### Cell outlines without signal wires, run 1

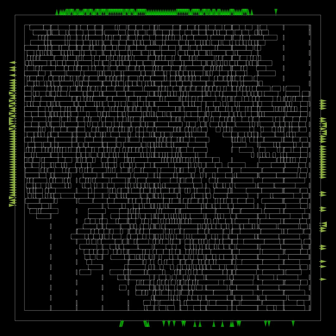
### Met4 routing, run 1

The bar under the picture is 50 um long. Supply wires on this layer in grey.
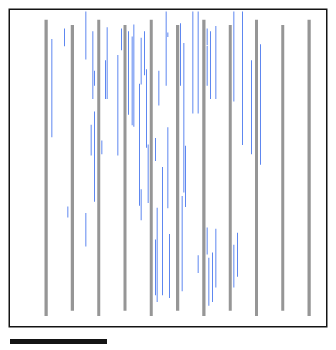
### Clock distribution, run 1

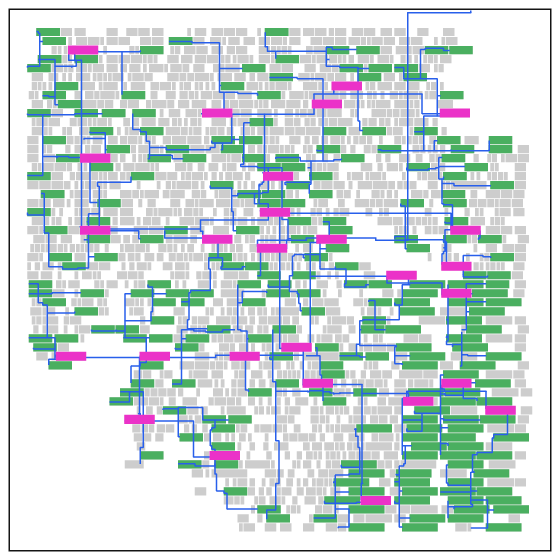
### src/rtl/difftest_step_scheduler_if.sv
// Checker-side channel of the difftest step scheduler: batch hand-off
// (valid/ready with step count) plus the returned check results.
interface difftest_step_scheduler_if #(
    parameter int ACC_WIDTH = 16
);
    logic                 chk_valid;
    logic                 chk_ready;
    logic [ACC_WIDTH-1:0] chk_steps;
    logic                 res_valid;
    logic                 res_fail;

    modport master (
        output chk_valid,
        output chk_steps,
        input  chk_ready,
        input  res_valid,
        input  res_fail
    );

    modport slave (
        input  chk_valid,
        input  chk_steps,
        output chk_ready,
        output res_valid,
        output res_fail
    );
endinterface

### src/rtl/difftest_step_scheduler.sv
// difftest_step_scheduler: accumulates per-cycle commit step counts into
// batches, queues them for the host checker, stalls the DUT on back-pressure
// and sequences init / run / drain / done with a finish cause.
module difftest_step_scheduler #(
    parameter int STEP_WIDTH = 8,
    parameter int ACC_WIDTH  = 16,
    parameter int BATCH_MAX  = 64,
    parameter int TIMEOUT    = 1024,
    parameter int FIFO_DEPTH = 4,
    parameter int OUTST_MAX  = 8
) (
    input  logic                        clock,
    input  logic                        reset,
    input  logic [STEP_WIDTH-1:0]       step_in,
    output logic                        stall,
    input  logic [63:0]                 max_cycles,
    output logic                        init_req,
    input  logic                        init_ack,
    difftest_step_scheduler_if.master   chk,
    output logic [63:0]                 n_cycles,
    output logic                        finish_valid,
    output logic [1:0]                  finish_code,
    output logic [63:0]                 fail_cycle
);

    localparam int TMR_W = $clog2(TIMEOUT);
    localparam int PTR_W = $clog2(FIFO_DEPTH);
    localparam int CNT_W = PTR_W + 1;
    localparam int OST_W = $clog2(OUTST_MAX + 1);

    typedef enum logic [1:0] {
        ST_INIT  = 2'd0,
        ST_RUN   = 2'd1,
        ST_DRAIN = 2'd2,
        ST_DONE  = 2'd3
    } state_t;

    state_t               state_r, state_s;
    logic [ACC_WIDTH-1:0] acc_r, acc_s, acc_next_s, push_data_s;
    logic [TMR_W-1:0]     timer_r, timer_s;
    logic                 stall_r, stall_s;
    logic                 init_req_r, init_req_s;
    logic [PTR_W-1:0]     wr_ptr_r, wr_ptr_s, rd_ptr_r, rd_ptr_s;
    logic [CNT_W-1:0]     fcnt_r, fcnt_s;
    logic [OST_W-1:0]     outst_r, outst_s;
    logic [63:0]          n_cycles_r, n_cycles_s, fail_cycle_r, fail_cycle_s;
    logic                 finish_valid_r, finish_valid_s;
    logic [1:0]           finish_code_r, finish_code_s;
    logic [ACC_WIDTH-1:0] mem_r [FIFO_DEPTH];

    logic fifo_full_s, fifo_empty_s, active_s, chk_valid_s, pop_s;
    logic push_s, push_req_s, res_dec_s, fail_s, flush_s;

    // Channel status and flush decision, derived from registered state and inputs.
    always_comb begin
        fifo_full_s  = (fcnt_r == CNT_W'(FIFO_DEPTH));
        fifo_empty_s = (fcnt_r == {CNT_W{1'b0}});
        active_s     = (state_r == ST_RUN) || (state_r == ST_DRAIN);
        chk_valid_s  = active_s && !fifo_empty_s && (outst_r < OST_W'(OUTST_MAX));
        pop_s        = chk_valid_s && chk.chk_ready;
        res_dec_s    = active_s && chk.res_valid && (outst_r != {OST_W{1'b0}});
        fail_s       = active_s && chk.res_valid && chk.res_fail;
        // Steps offered while stalled are not taken: the DUT repeats them.
        acc_next_s   = stall_r ? acc_r : (acc_r + ACC_WIDTH'(step_in));
        flush_s      = (acc_next_s >= ACC_WIDTH'(BATCH_MAX)) ||
                       ((timer_r == TMR_W'(TIMEOUT - 1)) && (acc_next_s != {ACC_WIDTH{1'b0}}));
    end

    // Sequencer: next state, accumulator, timer, stall and finish reporting.
    always_comb begin
        state_s        = state_r;
        acc_s          = acc_r;
        timer_s        = timer_r;
        stall_s        = stall_r;
        init_req_s     = init_req_r;
        n_cycles_s     = n_cycles_r;
        fail_cycle_s   = fail_cycle_r;
        finish_valid_s = finish_valid_r;
        finish_code_s  = finish_code_r;
        push_req_s     = 1'b0;
        push_s         = 1'b0;
        push_data_s    = acc_next_s;
        case (state_r)
            ST_INIT: begin
                stall_s = 1'b1;
                if (init_req_r && init_ack) begin
                    init_req_s = 1'b0;
                    stall_s    = 1'b0;
                    state_s    = ST_RUN;
                end else begin
                    init_req_s = 1'b1;
                end
            end
            ST_RUN: begin
                n_cycles_s = n_cycles_r + 64'd1;
                // A stalled cycle keeps retrying the pending batch until space opens.
                push_req_s = flush_s || (stall_r && (acc_r != {ACC_WIDTH{1'b0}}));
                // Occupancy is taken before any pop of this cycle.
                push_s     = push_req_s && !fifo_full_s;
                if (push_s) begin
                    acc_s   = {ACC_WIDTH{1'b0}};
                    timer_s = {TMR_W{1'b0}};
                    stall_s = 1'b0;
                end else begin
                    acc_s   = acc_next_s;
                    stall_s = push_req_s;
                    if (acc_next_s == {ACC_WIDTH{1'b0}}) begin
                        timer_s = {TMR_W{1'b0}};
                    end else if (timer_r == TMR_W'(TIMEOUT - 1)) begin
                        timer_s = timer_r;
                    end else begin
                        timer_s = timer_r + TMR_W'(1);
                    end
                end
                if (fail_s) begin
                    state_s        = ST_DONE;
                    finish_valid_s = 1'b1;
                    finish_code_s  = 2'd1;
                    fail_cycle_s   = n_cycles_r;
                    stall_s        = 1'b1;
                end else if ((max_cycles != 64'd0) && (n_cycles_r >= max_cycles)) begin
                    state_s = ST_DRAIN;
                    stall_s = 1'b1;
                end else begin
                    state_s = ST_RUN;
                end
            end
            ST_DRAIN: begin
                n_cycles_s  = n_cycles_r + 64'd1;
                stall_s     = 1'b1;
                timer_s     = {TMR_W{1'b0}};
                push_data_s = acc_r;
                push_s      = (acc_r != {ACC_WIDTH{1'b0}}) && !fifo_full_s;
                if (push_s) begin
                    acc_s = {ACC_WIDTH{1'b0}};
                end else begin
                    acc_s = acc_r;
                end
                if (fail_s) begin
                    state_s        = ST_DONE;
                    finish_valid_s = 1'b1;
                    finish_code_s  = 2'd1;
                    fail_cycle_s   = n_cycles_r;
                end else if ((acc_r == {ACC_WIDTH{1'b0}}) && fifo_empty_s &&
                             (outst_r == {OST_W{1'b0}})) begin
                    state_s        = ST_DONE;
                    finish_valid_s = 1'b1;
                    finish_code_s  = 2'd2;
                end else begin
                    state_s = ST_DRAIN;
                end
            end
            ST_DONE: begin
                stall_s = 1'b1;
            end
            default: begin
                state_s = ST_INIT;
                stall_s = 1'b1;
            end
        endcase
    end

    // FIFO pointers/occupancy and outstanding-result bookkeeping.
    always_comb begin
        wr_ptr_s = push_s ? (wr_ptr_r + PTR_W'(1)) : wr_ptr_r;
        rd_ptr_s = pop_s  ? (rd_ptr_r + PTR_W'(1)) : rd_ptr_r;
        if (push_s && !pop_s) begin
            fcnt_s = fcnt_r + CNT_W'(1);
        end else if (!push_s && pop_s) begin
            fcnt_s = fcnt_r - CNT_W'(1);
        end else begin
            fcnt_s = fcnt_r;
        end
        if (pop_s && !res_dec_s) begin
            outst_s = outst_r + OST_W'(1);
        end else if (!pop_s && res_dec_s) begin
            outst_s = outst_r - OST_W'(1);
        end else begin
            outst_s = outst_r;
        end
    end

    // Register all control state; reset is synchronous and active-low.
    always_ff @(posedge clock) begin
        if (!reset) begin
            state_r        <= ST_INIT;
            acc_r          <= {ACC_WIDTH{1'b0}};
            timer_r        <= {TMR_W{1'b0}};
            stall_r        <= 1'b1;
            init_req_r     <= 1'b0;
            wr_ptr_r       <= {PTR_W{1'b0}};
            rd_ptr_r       <= {PTR_W{1'b0}};
            fcnt_r         <= {CNT_W{1'b0}};
            outst_r        <= {OST_W{1'b0}};
            n_cycles_r     <= 64'd0;
            fail_cycle_r   <= 64'd0;
            finish_valid_r <= 1'b0;
            finish_code_r  <= 2'd0;
        end else begin
            state_r        <= state_s;
            acc_r          <= acc_s;
            timer_r        <= timer_s;
            stall_r        <= stall_s;
            init_req_r     <= init_req_s;
            wr_ptr_r       <= wr_ptr_s;
            rd_ptr_r       <= rd_ptr_s;
            fcnt_r         <= fcnt_s;
            outst_r        <= outst_s;
            n_cycles_r     <= n_cycles_s;
            fail_cycle_r   <= fail_cycle_s;
            finish_valid_r <= finish_valid_s;
            finish_code_r  <= finish_code_s;
        end
    end

    // Batch storage; entries are only meaningful between push and pop.
    always_ff @(posedge clock) begin
        if (reset && push_s) begin
            mem_r[wr_ptr_r] <= push_data_s;
        end
    end

    assign stall         = stall_r;
    assign init_req      = init_req_r;
    assign chk.chk_valid = chk_valid_s;
    assign chk.chk_steps = mem_r[rd_ptr_r];
    assign n_cycles      = n_cycles_r;
    assign finish_valid  = finish_valid_r;
    assign finish_code   = finish_code_r;
    assign fail_cycle    = fail_cycle_r;

endmodule

### src/flat_wrapper.sv
// flat-port wrapper written by rule: the top's interface ports become plain ports
module difftest_step_scheduler_flat 
#(
    parameter int STEP_WIDTH = 8,
    parameter int ACC_WIDTH  = 16,
    parameter int BATCH_MAX  = 64,
    parameter int TIMEOUT    = 1024,
    parameter int FIFO_DEPTH = 4,
    parameter int OUTST_MAX  = 8
)
  (clock, reset, step_in, stall, max_cycles, init_req, init_ack, n_cycles, finish_valid, finish_code, fail_cycle, chk_chk_valid, chk_chk_steps, chk_chk_ready, chk_res_valid, chk_res_fail);
  difftest_step_scheduler_if #(.ACC_WIDTH(ACC_WIDTH)) chk_i ();
  input  logic clock;
  input  logic reset;
  input  logic [STEP_WIDTH-1:0] step_in;
  output logic stall;
  input  logic [63:0] max_cycles;
  output logic init_req;
  input  logic init_ack;
  output logic [63:0] n_cycles;
  output logic finish_valid;
  output logic [1:0] finish_code;
  output logic [63:0] fail_cycle;
  output wire logic [$bits(chk_i.chk_valid)-1:0] chk_chk_valid;
  output wire logic [$bits(chk_i.chk_steps)-1:0] chk_chk_steps;
  input wire logic [$bits(chk_i.chk_ready)-1:0] chk_chk_ready;
  input wire logic [$bits(chk_i.res_valid)-1:0] chk_res_valid;
  input wire logic [$bits(chk_i.res_fail)-1:0] chk_res_fail;
  assign chk_chk_valid = chk_i.chk_valid;
  assign chk_chk_steps = chk_i.chk_steps;
  assign chk_i.chk_ready = chk_chk_ready;
  assign chk_i.res_valid = chk_res_valid;
  assign chk_i.res_fail = chk_res_fail;
  difftest_step_scheduler #(.STEP_WIDTH(STEP_WIDTH), .ACC_WIDTH(ACC_WIDTH), .BATCH_MAX(BATCH_MAX), .TIMEOUT(TIMEOUT), .FIFO_DEPTH(FIFO_DEPTH), .OUTST_MAX(OUTST_MAX)) u_core (.clock(clock), .reset(reset), .step_in(step_in), .stall(stall), .max_cycles(max_cycles), .init_req(init_req), .init_ack(init_ack), .chk(chk_i), .n_cycles(n_cycles), .finish_valid(finish_valid), .finish_code(finish_code), .fail_cycle(fail_cycle));
endmodule
### config.mk
export PLATFORM = sky130hd
export DESIGN_NAME = difftest_step_scheduler_flat
export DESIGN_NICKNAME = d
export VERILOG_FILES = /design/src/rtl/difftest_step_scheduler_if.sv /design/src/rtl/difftest_step_scheduler.sv /design/src/flat_wrapper.sv
export SDC_FILE = /design/constraint.sdc
export NUM_CORES = 1
export LEC_CHECK = 0
export CAP_MARGIN = 5
export CORE_MARGIN = 5
export CORE_UTILIZATION = 53
export DETAILED_ROUTE_END_ITERATION = 8
export GPL_TIMING_DRIVEN = 0
export PLACE_DENSITY = 0.88
export SLEW_MARGIN = 20
export SYNTH_ARGS = -nofsm -noshare
export SYNTH_HDL_FRONTEND = slang
export SYNTH_SLANG_ARGS = --single-unit
### constraint.sdc
create_clock -name clock -period 5.35 [get_ports clock]
set_input_delay 0.535 -clock clock [delete_from_list [all_inputs] [get_ports clock]]
set_output_delay 0.535 -clock clock [all_outputs]
set_load 0.02 [all_outputs]
==> results.ini, run 1 <==
[final_layout]
antenna_cells = 0
final_cell_mix = clkdlybuf4s50_1, nand2_1, dfxtp_1
synthToLayoutAreaGrowth_pct = 28.94
mostFrequentLayoutCell = clkdlybuf4s50_1
fin_util_pct = 68.81

[floorplan]
ios = 228
die_x_um = 163.0
die_y_um = 163.0

[setup_path]
crit_path_end_kind = flop
crit_end = u_core.fcnt_r[2]
slowest_delay_ps = 480
crit_arrival_ps = 5140
cp_slowest_cell = a21oi_1
cp-startpoint = step_in[0]
crit_fanout = 7
worstPathCellList = clkdlybuf4s50_1, ha_1, fa_1, a211oi_1, nor2_1, o31ai_1, nor4_1, a2bb2oi_1, a31o_2, a21oi_1, ha_1, inv_1, fa_1, xor2_1, or3_1, a21oi_1
startpoint_type = input port
worstReg2RegStart = u_core.acc_r[0]

[logic_synthesis]
ys_sh_xor_pct = 4.586
yosysWarnings = 0
syn_area_per_cell_um2 = 9.035
ff_type = dfxtp_1
yosysUniqueCellTypes = 72
synth_flops = 238
synth_simple_gate_area_share_pct = 20.70
async_flop_share_pct = 0
yosysChipArea_um2 = 12410
syn_area_um2 = 12410
synth.mux.area_fraction_pct = 4.243
ys_seq_share_pct = 43.54
ys_top_logic_family = simple AND/OR/NAND/NOR gates
syn_nets = 1542

[sta]
worst_pin_slew_ps = 904.6
timing.final.ws_setup_ps = 670.5
finalClockPeriodUsage_pct = 87.47
clock.fmax_mhz = 213.7
fin_skew_ps = 13.89
period_needed_ps = 4679
slew_headroom_pct = 39.70
finalHoldViolCount = 0
setup_tns_ps = 0
whs_ps = 414.3

[pwr]
p_seq_share_pct = 43.2
p_sw_share_pct = 26.61
intPower_mw = 3.242
finalPower_mw = 4.417
power_density_nw_per_um2 = 276.0
peakVddDrop_uv = 217.3
p_leak_nw = 6.092
comb_power_share_pct = 13.2
p_clk_share_pct = 43.5

[global_routing]
antenna_found_initial = 1
grt_pass1_vias = 11320
grt_overflow_total = 0
grt_max_degree = 17

[clocking]
cts_buffers = 27
cts_tree = built
cts.sinks = 238
postCtsHoldBufs = 0
postCtsSetupBuffers = 0
cts_resized = 0
cts.clk_slew.worst_paths_ps = 60
cts-root-buf = clkbuf_16

[job]
drv_cap = 0
tool_warnings = 33

[drt]
vias_per_cell = 5.865
wl_per_cell_um = 19.12
first_pass_iters = 7

[placed_design]
place_area_um2 = 15080
gp_congestion = 0.9817
place.port_buffers = 226
dp.final_hpwl_um = 28020

[status]
status = completed

Back to the opening pictures, 'Cell outlines without signal wires':
flop share of the area: 33.77%
Final Instance Count excl. Fillers: 1969
Rows: 56
fill count: 1736

Back to the opening pictures, 'Met4 routing':
- nets with wire on the layer: 49
- longest straight run: 76.8 um
- main direction: vertical
- share of all routed wire: 4.6%
Routed WL: 37650 um
DR vias: 11550

Back to the opening pictures, 'Clock distribution':
- flip-flops: green (count 238)
- clock wires: blue (length 2970 um)
- cells driving clock nets: magenta (count 27)
- flops lie: all over the die
- routed clock nets: 28

## run 1: state kept, by name, summed over array words and instances (netlist names), 2 cells and up, named ones only
name,flops
u_core.finish_code,2
u_core.wr_ptr_r,2
u_core.outst_r,4
u_core.fcnt_r,3
u_core.rd_ptr_r,2
u_core.state_r,2
u_core.n_cycles,64
u_core.timer_r,10
u_core.mem_r,64
u_core.acc_r,16
u_core.fail_cycle,64
## run 1: worst max-delay path: cells and delay by family
| family | cells | cell delay, ps |
|---|---|---|
| AND/OR/NAND/NOR | 3 | 610 |
| buffers and inverters | 2 | 500 |
| AND-OR/OR-AND | 6 | 1950 |
| XOR/XNOR | 1 | 170 |
| adder cells (fa/ha/maj) | 4 | 1380 |
## run 1: kinds of logic after synthesis
family | after synthesis
compound gates | 259
xor+xnor | 65
fa+ha+maj | 90
buf+inv | 156
flops | 238
mux | 32
simple gates | 534
## run 1: how the worst min path moves through the flow
stage | endpoint | cells after the start | slack, ps | startpoint
after detailed placement | u_core.fail_cycle[45] | 2 | 450 | u_core.fail_cycle[45]
after global routing | u_core.acc_r[10] | 3 | 450 | reset
final | u_core.acc_r[10] | 3 | 410 | reset
after floorplan | u_core.timer_r[7] | 2 | 460 | u_core.timer_r[7]
after CTS | u_core.acc_r[10] | 3 | 420 | reset
after global placement | u_core.fail_cycle[28] | 2 | 440 | u_core.fail_cycle[28]
## run 1: power groups by stage
stage	logic [mW]	clock network, mW	registers, mW
after floorplan	0.347	0	1.94
after global placement	0.546	0	1.95
after detailed placement	0.563	0	1.95
after CTS	0.572	1.93	1.91
after global routing	0.631	2.01	1.91
final	0.584	1.92	1.91
## run 1: cells in the mapped netlist, drive strengths merged, types with 29 or more instances
cell,number,area share [%]
nand2,209,6.3
ha,87,8.8
xor2,39,2.8
clkbuf,50,1.5
edfxtp,64,15
nor2,99,3.0
dfxtp,174,28
o21ai,41,1.7
nand3,45,1.9
nor4,29,1.6
nand4,34,1.7
inv,90,2.7
a21oi,125,5.1
## run 1: area by class of cell
type,count,area [um2],area share (%)
multi-input cells,980,6412,40.06
flip-flops and latches,238,5405,33.77
repair buffers,226,2262,14.13
clock buffers,31,700.7,4.377
well taps,319,399.1,2.494
inverters,91,341.6,2.134
plain buffers,65,255.2,1.595
clock inverters,19,230.2,1.438
## run 1: layer usage
layer  GRT usage [%]  vias to the layer above  wire [um]
li1                -                     5400          -
met1           35.81                     5487      15080
met2           44.00                      543      17640
met3           5.249                      117       3197
met4           12.28                        2       1723
met5               0                        -         11
### Where the registers sit, run 1

Other sequential cells in the stronger grey, the rest of the logic in the fainter grey.
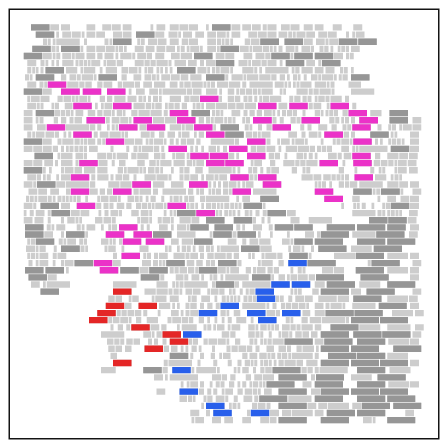

==> run 2: changes to the inputs <==
--- a/config.mk
+++ b/config.mk
@@ -10,7 +10,7 @@
 export CORE_UTILIZATION = 53
 export DETAILED_ROUTE_END_ITERATION = 8
 export GPL_TIMING_DRIVEN = 0
-export PLACE_DENSITY = 0.88
+export PLACE_DENSITY = 0.83
 export SLEW_MARGIN = 20
 export SYNTH_ARGS = -nofsm -noshare
 export SYNTH_HDL_FRONTEND = slang
==> constraint.sdc (replaced) <==
create_clock -name clock -period 5.35 [get_ports clock]
set_input_delay 0.535 -clock clock [delete_from_list [all_inputs] [get_ports clock]]
set_output_delay 0.535 -clock clock [all_outputs]
set_load 0.05 [all_outputs]
### Where the registers sit, run 2

Other sequential cells in the stronger grey, the rest of the logic in the fainter grey.
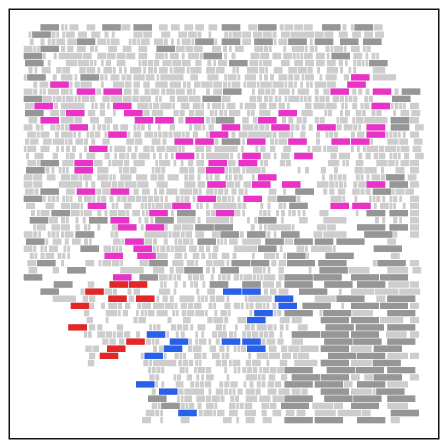
- u_core.timer_r: red (sequential cells 10)
- u_core.n_cycles: magenta (sequential cells 64)
- u_core.acc_r: blue (sequential cells 16; where bottom middle)
- not coloured: 148

==> results.ini, run 2 <==
[status]
status = completed

[logic_synthesis]
common_cells = nand2_1, dfxtp_1, a21oi_1
yosysChipArea_um2 = 12410  ; unchanged
syn_area_um2 = 12410  ; unchanged
synth_flops = 238  ; unchanged
yosysUniqueCellTypes = 72  ; unchanged
top_area_share_pct = 28.06  ; unchanged
yosysMostFrequentCell = nand2_1
async_flop_share_pct = 0  ; unchanged
yosysWarnings = 0  ; unchanged
syn_area_per_cell_um2 = 9.035  ; unchanged
syn_nets = 1542  ; unchanged
edf_count = 64
ys_seq_share_pct = 43.54  ; unchanged
ff_type = dfxtp_1
area_leaders = dfxtp_1, edfxtp_1, ha_1
ys_cells = 1374
postSynthCellCount = 1374
yosys.area.top_type = dfxtp_1

[clocking]
cts.clk_slew.worst_paths_ps = 60  ; about the same
cts_buffers = 26  ; -3.7%
clock_latency_ps = 530
cts_resized = 0  ; unchanged
h-tree-depth = 1
cts_tree = built
cts-root-buf = clkbuf_16
clk_path_buf_depth = 3
postCtsSetupBuffers = 0  ; unchanged
cts.sinks = 238  ; unchanged
postCtsHoldBufs = 0  ; unchanged

[sta]
rsz0062_at_grt = false
fin_skew_ps = 9.050  ; -4.839 ps
slew_headroom_pct = 33.76  ; -5.9 points
setup_viol = 0
slew_violations = 0
clock.fmax_mhz = 214.7  ; +0.47%
setup_tns_ps = 0  ; unchanged
finalHoldViolCount = 0  ; unchanged
worst_pin_slew_ps = 993.6  ; +89.04 ps
finalClockPeriodUsage_pct = 87.06  ; -0.41 points
period_needed_ps = 4658  ; -21.84 ps

[global_routing]
grt_first_pass_wirelength_um = 57790
grt-busiest-layer = met2
grt_usage_pct = 26.90
grt_overflow_total = 0  ; unchanged
antenna_found_initial = 1  ; unchanged
grt_pass1_vias = 10840  ; -4.2%
grtUsageMet2_pct = 43.09  ; -0.91 points
gr-usage-met3_pct = 4.416  ; -0.83 points
grt_max_degree = 17  ; unchanged
grt_use_met1_pct = 37.21  ; +1.4 points

[pwr]
p_leak_nw = 6.044  ; -0.78%
power_density_nw_per_um2 = 264.7  ; -4.1%
finalPower_mw = 4.206  ; -4.8%
peakVddDrop_uv = 186.6  ; -14%

[placed_design]
place_area_um2 = 15080  ; unchanged
place.port_buffers = 226  ; unchanged
gp_congestion = 0.9213  ; -6.2%
dp.final_hpwl_um = 27560  ; -1.7%

[hold_path]
holdPathStages = 3  ; unchanged
hp-class = input port to flop
worstHoldEndpoint = u_core.acc_r[8]
worstHoldStart = reset

[setup_path]
r2r_slack_ps = 740
reg2reg_depth = 15
crit_path_end_kind = flop
startpoint_type = input port
crit_fanout = 7  ; unchanged
crit_arrival_ps = 5110  ; -30 ps
worstReg2RegStart = u_core.acc_r[0]
r2r-end = u_core.fcnt_r[2]
cp.required_ps = 5800
path_class = input port to flop

[floorplan]
fp_util_pct = 53.37
row_count = 56  ; unchanged
chipArea_um2 = 26580
die_x_um = 163.0  ; unchanged
die_y_um = 163.0  ; unchanged
coreArea_um2 = 23260
ios = 228  ; unchanged

[drt]
vias_per_cell = 5.765  ; -1.7%
ant_nets = 0
drc_errors = 0
drt_iter0_markers = 884
first_pass_iters = 5  ; -2
wl_per_cell_um = 18.77  ; -1.8%

[job]
drv_cap = 0  ; unchanged
tool_warnings = 33  ; unchanged

[final_layout]
mostFrequentLayoutCell = clkdlybuf4s50_1
drive_gt1_share_pct = 5.583
fin_util_pct = 68.31  ; -0.49 points
filler_cell_count = 1832  ; +5.5%
final_cell_mix = clkdlybuf4s50_1, nand2_1, dfxtp_1
synthToLayoutAreaGrowth_pct = 28.01
final_nets = 1796
design_area_um2 = 15890

### Met4 routing, run 2

The bar under the picture is 50 um long. Supply wires on this layer in grey.
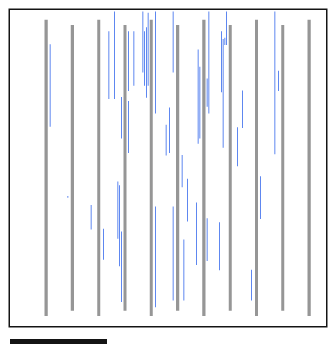
- longest straight run: 73.4 um
- nets with wire on the layer: 33
- share of all routed wire: 3.5%
- wire length on this layer: 1280 um
- main direction: vertical
Routed WL: 36950 um
DR vias: 11350

[run 2: routing by layer]
| layer | vias up | share of wire (%) |
|---|---|---|
| li1 | 5390 | - |
| met1 | 5403 | 43 |
| met2 | 462 | 46 |
| met3 | 88 | 7.7 |
| met4 | 2 | 3.5 |
| met5 | - | 0.030 |
[run 2: kinds of logic (layout without fill, tap and decap cells)]
logic type               Yosys count  after routing  share of synthesized area [%]
AND-OR/OR-AND                    259            259                          12.87
XOR/XNOR                          65             65                          4.586
adder cells (fa/ha/maj)           90             90                          9.252
buffers and inverters            156            430                          4.807
flip-flops                       238            238                          43.54
multiplexers                      32             32                          4.243
other                              0              1                              0
AND/OR/NAND/NOR                  534            534                          20.70
[run 2: area by class of cell]
type                            instances  area, um2  area share (%)
Inverter                               91      341.6           2.149
Sequential cell                       238       5405           34.01
Tap cell                              319      399.1           2.512
Antenna cell                            1      2.502         0.01575
Buffer                                 65      255.2           1.606
Clock buffer                           36      738.2           4.645
Multi-Input combinational cell        980       6412           40.35
Timing Repair Buffer                  226       2262           14.24
Clock inverter                         12      75.07          0.4724
[run 2: worst max-delay path: stages]
cell and delay [ps]:
clkdlybuf4s50_1 420, ha_1 250, fa_1 440, a211oi_1 350, nor2_1 90, o31ai_1 450, nor4_1 210, a2bb2oi_1 210
a31o_2 280, a21oi_1 490, ha_1 290, inv_1 70, fa_1 380, xor2_1 160, or3_1 320, a21oi_1 160
[run 2: power breakdown]
part | internal [mW] | leakage [nW] | switching [mW]
Clock | 0.964 | 0.390 | 0.724
Combinational | 0.222 | 3.66 | 0.388
Sequential | 1.88 | 2.00 | 0.0312
[run 2: through the flow]
stage	worst slack, ps	hold slack, ps	std cells
finish	692.4	425.9	1968
global route	372.9	453.0	1967
CTS	745.1	412.1	1967
detailed placement	278.6	447.5	1919
global placement	318.4	441.0	1919
floorplan	1308	456.4	1374
[run 2: worst max-delay path by stage]
| stage | from | slack (ps) | end |
|---|---|---|---|
| floorplan | step_in[0] | 1310 | u_core.fcnt_r[2] |
| finish | step_in[0] | 690 | u_core.fcnt_r[2] |
| global route | step_in[0] | 370 | u_core.fcnt_r[2] |
| global placement | step_in[0] | 320 | u_core.fcnt_r[2] |
| detailed placement | step_in[0] | 280 | u_core.fcnt_r[2] |
| CTS | step_in[0] | 750 | u_core.fcnt_r[2] |
Power figures rest on the tool's default switching activity, not on a simulated workload.
